File: src/rtl/lv2_buf_mgr_if.sv
// Handshake bundle between run control / L1 trigger logic and the L2 buffer manager.
interface lv2_buf_mgr_if #(
   parameter int CNT_W = 4
);
   logic             in_live;
   logic             lv1a_trig;
   logic             lv2_done;
   logic             lv1a_req;
   logic             lv2_buffer_full;
   logic [CNT_W-1:0] occupancy;
   logic [31:0]      lv1a_acc_cnt;
   logic [1:0]       run_state;
   logic             underflow_err;

   modport master (
      output in_live, lv1a_trig, lv2_done,
      input  lv1a_req, lv2_buffer_full, occupancy, lv1a_acc_cnt, run_state, underflow_err
   );

   modport slave (
      input  in_live, lv1a_trig, lv2_done,
      output lv1a_req, lv2_buffer_full, occupancy, lv1a_acc_cnt, run_state, underflow_err
   );
endinterface

File: src/rtl/lv2_buf_mgr.sv
// Level-2 buffer manager: registers L1A requests, tracks L2 buffer occupancy
// and sequences the run through IDLE/RUN/DRAIN from the in_live gate.
module lv2_buf_mgr #(
   parameter int DEPTH = 8,
   parameter int CNT_W = 4
) (
   input logic          clk,
   input logic          rst_n,
   lv2_buf_mgr_if.slave bus
);
   typedef enum logic [1:0] {
      IDLE  = 2'b00,
      RUN   = 2'b01,
      DRAIN = 2'b10
   } state_t;

   state_t           state;
   logic             req;
   logic [CNT_W-1:0] occ;
   logic [31:0]      acc_cnt;
   logic             underflow;

   logic occ_zero;
   logic full;
   logic accept;
   logic drain;

   // A request that meets a full buffer is dropped here; the reject counter sees it.
   assign occ_zero = (occ == '0);
   assign full     = (occ == CNT_W'(DEPTH));
   assign accept   = req & ~full;
   assign drain    = bus.lv2_done & ~occ_zero;

   always_ff @(posedge clk or negedge rst_n) begin
      if (!rst_n) begin
         state     <= IDLE;
         req       <= 1'b0;
         occ       <= '0;
         acc_cnt   <= '0;
         underflow <= 1'b0;
      end else begin
         req <= bus.lv1a_trig & bus.in_live & (state == RUN);
         occ <= occ + CNT_W'(accept) - CNT_W'(drain);
         if (accept)
            acc_cnt <= acc_cnt + 32'd1;
         if (bus.lv2_done && occ_zero)
            underflow <= 1'b1;
         // Run start wins over a same-cycle underflow or accept: the new run starts clean.
         case (state)
            IDLE: begin
               if (bus.in_live) begin
                  state     <= RUN;
                  acc_cnt   <= '0;
                  underflow <= 1'b0;
               end
            end
            RUN: begin
               if (!bus.in_live)
                  state <= occ_zero ? IDLE : DRAIN;
            end
            DRAIN: begin
               if (occ_zero)
                  state <= IDLE;
               else if (bus.in_live)
                  state <= RUN;
            end
            default: state <= IDLE;
         endcase
      end
   end

   assign bus.lv1a_req        = req;
   assign bus.lv2_buffer_full = full;
   assign bus.occupancy       = occ;
   assign bus.lv1a_acc_cnt    = acc_cnt;
   assign bus.run_state       = state;
   assign bus.underflow_err   = underflow;
endmodule

File: src/flat_wrapper.sv
// flat-port wrapper written by rule: the top's interface ports become plain ports
module lv2_buf_mgr_flat 
#(
   parameter int DEPTH = 8,
   parameter int CNT_W = 4
)
  (clk, rst_n, bus_in_live, bus_lv1a_trig, bus_lv2_done, bus_lv1a_req, bus_lv2_buffer_full, bus_occupancy, bus_lv1a_acc_cnt, bus_run_state, bus_underflow_err);
  lv2_buf_mgr_if #(.CNT_W(CNT_W)) bus_i ();
  input logic clk;
  input logic rst_n;
  input wire logic [$bits(bus_i.in_live)-1:0] bus_in_live;
  input wire logic [$bits(bus_i.lv1a_trig)-1:0] bus_lv1a_trig;
  input wire logic [$bits(bus_i.lv2_done)-1:0] bus_lv2_done;
  output wire logic [$bits(bus_i.lv1a_req)-1:0] bus_lv1a_req;
  output wire logic [$bits(bus_i.lv2_buffer_full)-1:0] bus_lv2_buffer_full;
  output wire logic [$bits(bus_i.occupancy)-1:0] bus_occupancy;
  output wire logic [$bits(bus_i.lv1a_acc_cnt)-1:0] bus_lv1a_acc_cnt;
  output wire logic [$bits(bus_i.run_state)-1:0] bus_run_state;
  output wire logic [$bits(bus_i.underflow_err)-1:0] bus_underflow_err;
  assign bus_i.in_live = bus_in_live;
  assign bus_i.lv1a_trig = bus_lv1a_trig;
  assign bus_i.lv2_done = bus_lv2_done;
  assign bus_lv1a_req = bus_i.lv1a_req;
  assign bus_lv2_buffer_full = bus_i.lv2_buffer_full;
  assign bus_occupancy = bus_i.occupancy;
  assign bus_lv1a_acc_cnt = bus_i.lv1a_acc_cnt;
  assign bus_run_state = bus_i.run_state;
  assign bus_underflow_err = bus_i.underflow_err;
  lv2_buf_mgr #(.DEPTH(DEPTH), .CNT_W(CNT_W)) u_core (.clk(clk), .rst_n(rst_n), .bus(bus_i));
endmodule
File: config.mk
export PLATFORM = sky130hd
export DESIGN_NAME = lv2_buf_mgr_flat
export DESIGN_NICKNAME = d
export VERILOG_FILES = /design/src/rtl/lv2_buf_mgr_if.sv /design/src/rtl/lv2_buf_mgr.sv /design/src/flat_wrapper.sv
export SDC_FILE = /design/constraint.sdc
export NUM_CORES = 1
export LEC_CHECK = 0
export CAP_MARGIN = 20
export CORE_MARGIN = 2
export CORE_UTILIZATION = 45
export DETAILED_ROUTE_END_ITERATION = 6
export GPL_ROUTABILITY_DRIVEN = 0
export PLACE_DENSITY = 0.75
export SYNTH_ARGS = -nofsm -noshare
export SYNTH_HDL_FRONTEND = slang
export SYNTH_SLANG_ARGS = --single-unit
File: constraint.sdc
create_clock -name clk -period 2.5 [get_ports clk]
set_input_delay 0.5 -clock clk [delete_from_list [all_inputs] [get_ports clk]]
set_output_delay 0.5 -clock clk [all_outputs]
set_load 0.05 [all_outputs]
Figure 1. Sizing map.
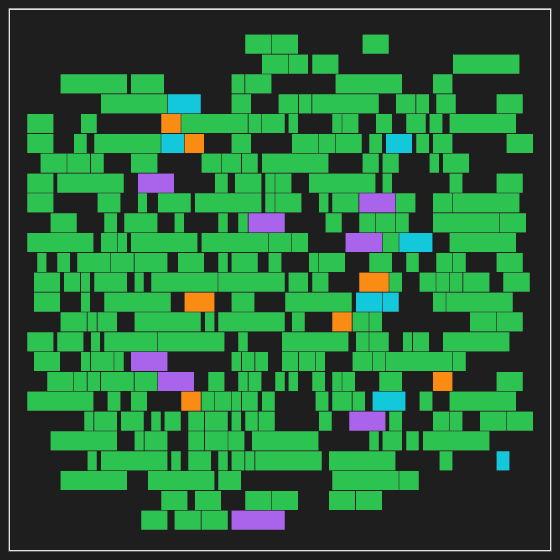
legend:
  _2 cells:
    colour: cyan
    cells: 8
    share: 2.9%
  _6 and larger:
    colour: purple
    cells: 8
    share: 2.9%
  _3 and _4 cells:
    colour: orange
    cells: 7
    share: 2.5%
  _0 and _1 cells:
    colour: green
    cells: 254
    share: 92%

Figure 2. Routed metal per tile.
Scale bar: 20 um. The die is cut into 15 by 15 equal tiles; dark blue is low, red is high, scaled to the fullest tile. Values are wire area over tile area, all layers added.
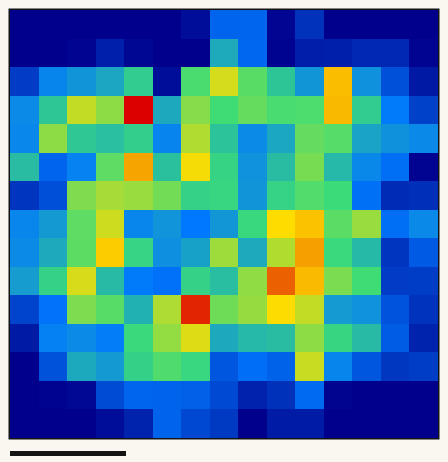
nearly empty tiles: 16%
tiles over half the peak: 25%
fullest tile: 0.45
mean over tiles: 0.15

==> run summary <==
Status: complete, no violations
Final design instance area without fill: 2830 um^2
Top Consumer: registers
Slowest stage delay, CP: 0.41 ns
Yosys chip area: 2210 um^2
Top cells by area: dfrtp_1, a21oi_1, ha_1
Register area: 1000 um^2
# diodes: 0
Logic Gate Count: 168
CP delay by family, top: buffers and inverters
WP buf/inv: 4
Reg-to-Reg Start: u_core.bus.occupancy[2]$_DFF_PN0_
Min-delay worst type: input pin to asynchronous set/reset pin
Worst reg2reg endpoint: u_core.bus.occupancy[2]$_DFF_PN0_
Flops: 40
Drt first pass iters: 4
Die height: 74.1 um
Minimum clock period: 2.35 ns
Chip Area: 5480 um^2
Clock sink count: 40
Most area-hungry cell type in the Yosys netlist: dfrtp_1
DRT Wirelength: 5090 um
Initial antenna violation count: 0
Layout cells sized above 1: 8.30%
Clock Latency Late Sink: 0.29 ns
Worst path required time: 2.00 ns
Seq share, synth: 45.3%
Adder share: 4.87%
Area fraction in mux cells: 2.72%
Worst-path clk slew: 0.08 ns
Worst Max-Slew Pin Slew: 0.899 ns
Internal: 1.22 mW
Top_reg_cell synth: dfrtp_1
Flop share of the area: 35.4%
Post-cts resize count: 0
Floorplan core density: 46.8%
Top cell by count, worst path: inv_1
Static Leakage: 1.19 nW
Worst relative slew slack: 40.0%
Unrepaired setup endpoints after global routing: false
Maximum clock rate: 425 MHz
Setup slack, reg-to-reg: 0.34 ns
Area after DPL: 2730 um^2
Logic pwr share: 37.1%
Number of synthesis warnings: 0
Final TNS setup: 0 ns
Buffer share of cell area: 17.4%
Buffers excl. clock: 50
Critical Path Stages: 6
Cells on worst reg2reg path: 9
GRT Util Overall: 20.5%
Tot Pwr: 1.97 mW
Final max-slew violation count: 0
Port bufs: 45
Seq pwr: 0.777 mW
Layout clock area frac: 3.40%
Area fraction in compound gates: 10.1%
Yosys reg bits: 40
Clock buffer count: 7
Top class by area: combinational gates
Pwr per Cell Area: 697 nW/um^2
Crit path DAT: 1.85 ns
Comb area leader: simple AND/OR/NAND/NOR gates
Logic share of the area: 39.3%
Core area: 4720 um^2
Yosys cell types: 38
Sw power: 0.754 mW
Logic area: 1110 um^2
Post-DP HPWL: 3590 um
CTS Buffer Depth: 2
Xor/xnor share: 4.36%
Max VDD drop: 0.000644 V
Num CTS Buffers: 5
DR DRC count: 0
Via count: 1944
Layout net count: 290
Sw frac: 38.2%
Synthesized Nets: 243
Clock net power: 0.464 mW
Cell count after synthesis: 230
Clk pwr share: 23.5%
Slowest cell on crit path: or3b_4
Clock Tree Root: clkbuf_8
# IOs: 46
Share of power burned in registers: 39.3%
DIE WIDTH: 74.1 um
Setup CP Type: register to output port
First-pass GRT wire length: 8600 um
DR iter-0 viols: 110
Setup crit start kind: register
Hold buffers post-CTS: 0
Layout Skew: 0.00493 ns
Simple-Gate Fraction of Synth Area: 28.0%
Stage-log warning count: 27
Final worst slack: 0.145 ns
Number of global-route vias before repair: 1825
Critical-path cell list: inv_1 > ha_1 > or3b_4 > buf_4 > inv_1 > buf_12
Synthesized area: 2210 um^2
Worst Setup SP: u_core.bus.occupancy[2]$_DFF_PN0_
Syn avg cell area: 9.60 um^2
Row count: 25
Area delta synth->final: 28.2%
# H-tree levels: 2
Post-route antenna net violation count: 0
# Cells Yosys: 230
Type of destination of the critical path: output port
Figure 3. Routing congestion.
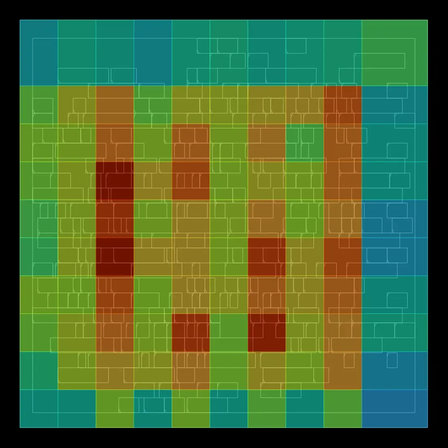
met2 Use GR: 34.1%
grt peak-use layer: met2
final core utilization: 59.9%
mean routed wirelength per cell: 14.8 um

==> flip-flops by register name, summed over array words and instances, names as in the netlist <==
name and flops:
u_core.bus.run_state 2, u_core.bus.lv1a_req 1, u_core.bus.underflow_err 1, u_core.bus.occupancy 4, u_core.bus.lv1a_acc_cnt 32
==> metal layers <==
| metal | global-route usage [%] | routed length, um | up-vias |
|---|---|---|---|
| li1 | - | - | 935 |
| met1 | 27.1 | 2270 | 952 |
| met2 | 34.1 | 2520 | 51 |
| met3 | 4.07 | 240 | 6 |
| met4 | 6.06 | 63 | 0 |
| met5 | 0 | 0 | - |
==> synth_stat cells, types with 4 or more instances <==
cell type / number
ha_1: 7
buf_2: 4
dfrtp_1: 40
o21ai_0: 8
mux2i_1: 6
nand4_1: 9
nand3_1: 14
inv_1: 12
nor4_1: 4
nand2b_1: 6
or4_1: 10
a21oi_1: 20
nor2_1: 11
o31ai_1: 10
xor2_1: 7
nor3_1: 4
and4_1: 5
xnor2_1: 4
nand2_1: 18
or3_1: 5
==> stage by stage <==
step	instances	hold WS [ns]
6_report	344	0.326
5_1_grt	344	0.413
4_1_cts	344	0.359
3_5_place_dp	337	0.488
3_3_place_gp	337	0.496
2_1_floorplan	230	0.204
==> cell usage in the layout (no fill, tap or decap), drive strengths merged, types with 10 or more instances in the layout <==
| master | synthesis | layout |
|---|---|---|
| nand3 | 15 | 15 |
| nor2 | 11 | 11 |
| a21oi | 20 | 20 |
| dfrtp | 40 | 40 |
| or4 | 11 | 11 |
| nand4 | 11 | 11 |
| nand2 | 18 | 18 |
| clkdlybuf4s50 | 0 | 43 |
| o31ai | 10 | 10 |
| inv | 12 | 12 |
Power figures rest on the tool's default switching activity, not on a simulated workload.
